Design fetch_ctrl_flat, sky130hd; sources not shown.
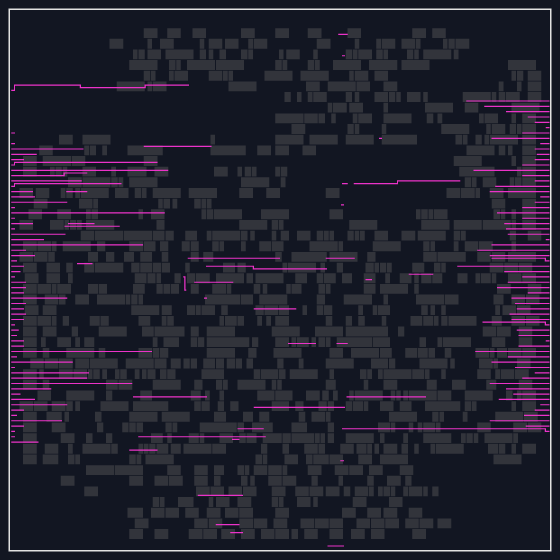
**Above:** metal 3.
Cells faint in the background.
nets with wire on the layer: 141
longest straight run: 51.8 µm
main direction: horizontal
share of all routed wire: 8.3%
wire length on this layer: 1540 µm
Vias: 5415
met3 usage: 0.0618

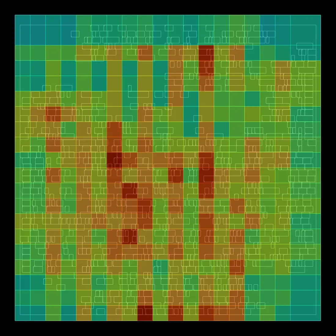
**Above:** track usage over the die.
Core Util, Final: 0.455
total track usage: 0.196
met1 usage: 0.245
met2 usage: 0.324

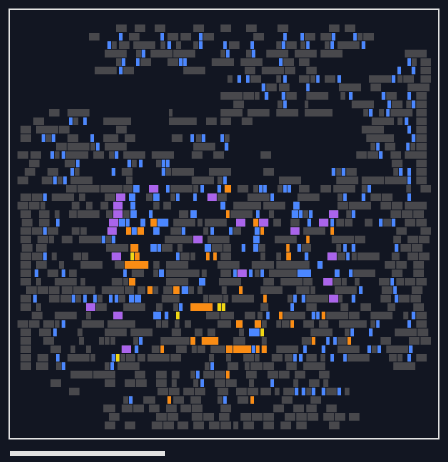
**Above:** gate-type map.
The bar under the picture is 50 µm long.
[blue] nand cells | cells: 215 | most used: nand2_1 | where: widely spread
[orange] nor cells | cells: 39 | most used: nor2_1
[yellow] inv cells | cells: 6 | most used: inv_1
[purple] xor and xnor cells | cells: 21 | most used: xor2_1
highest-count logic cell in the final layout: clkdlybuf4s50_1
Final Non-Filler Cells: 1097
Comb/total area: 0.372

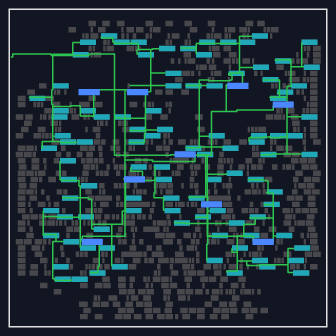
**Above:** clock distribution.
[cyan] flip-flops | count: 99
[green] clock wires | length: 1430 µm
[blue] clock drivers | count: 9
flops lie: widely spread
routed clock nets: 10
Clock group: 0.648 mW
Worst-Skew Late Latency: 0.35 ns
Clock power frac: 0.385

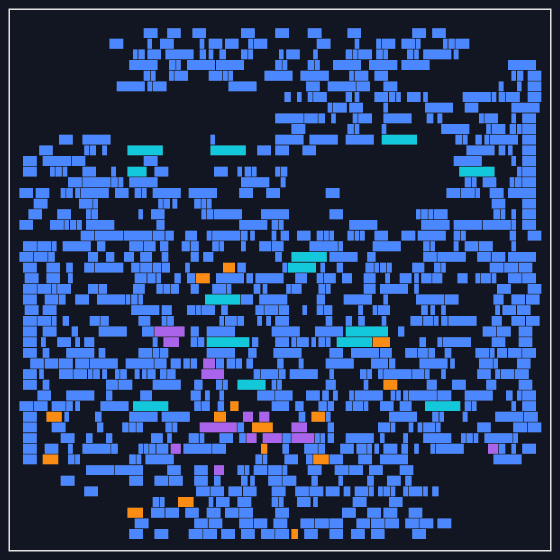
**Above:** cell sizes after repair.
[orange] _2 cells | cells: 15 | most used: mux2_2
[purple] _3 and _4 cells | cells: 14 | most used: buf_4
[blue] _0 and _1 cells | cells: 829 | most used: clkdlybuf4s50_1
[cyan] _6 and larger | cells: 14 | most used: clkbuf_16
final cell area excluding filler cells: 7930 µm²
bufs w/o clock: 239

==> flow_summary.json <==
{
  "end_kind": "flop",
  "yosysWarnings": 0,
  "ys_ff": 99,
  "outcome": "finished clean",
  "flops": 99,
  "syn_nets": 806,
  "drt_iter0_drc": 212,
  "max_stage_delay_ns": 0.76,
  "fin_nets": 1009,
  "drt-total-wl_um": 18500,
  "core_area_um2": 17400,
  "tool_warnings": 29,
  "antenna_left": 0,
  "finalClockPeriodUsage": 0.671,
  "post_cts_buffers": 0,
  "dr.max_layer_used": "met4",
  "buffer_area_frac": 0.300,
  "mi_logic_area_um2": 2950,
  "p_comb_mw": 0.304,
  "cts_max_path_buffers": 2,
  "drc_errors": 0,
  "drive_gt1_frac": 0.0493,
  "die_h_um": 138,
  "wl_met3_um": 1540,
  "comb_power_share": 0.181,
  "ys_sh_aoi": 0.198,
  "diodes": 0,
  "final_cell_mix": "clkdlybuf4s50_1 (230), nand2_1 (186), dfxtp_1 (99)",
  "finalWorstSetupSlack_ns": 1.91,
  "hold_class": "flop to flop",
  "slew_viol_final": 0,
  "ys_area_um2": 5190,
  "grt_pass1_wl_um": 28600,
  "fin_tns_setup_ns": 0,
  "arrival_ns": 4.17,
  "powerSeq_mw": 0.732,
  "seq_share": 0.250,
  "ys_top_cells_by_area": "dfxtp_1 (38%), nand2_1 (13%), a21oi_1 (9.2%)",
  "cp_cell_sequence": "buf_2 > nor3_1 > a21oi_2 > nor2b_1 > nand2_1 > o22ai_1",
  "report.power.total_mw": 1.68,
  "fmax_mhz": 257,
  "fp_util": 0.298,
  "swShare": 0.246,
  "simple_gate_area_frac": 0.242,
  "clkbuf_count": 13,
  "cts_root_buf": "clkbuf_16",
  "cp_max_fo": 37,
  "synth_area_um2": 5190
}
Power and IR drop assume default switching activity.
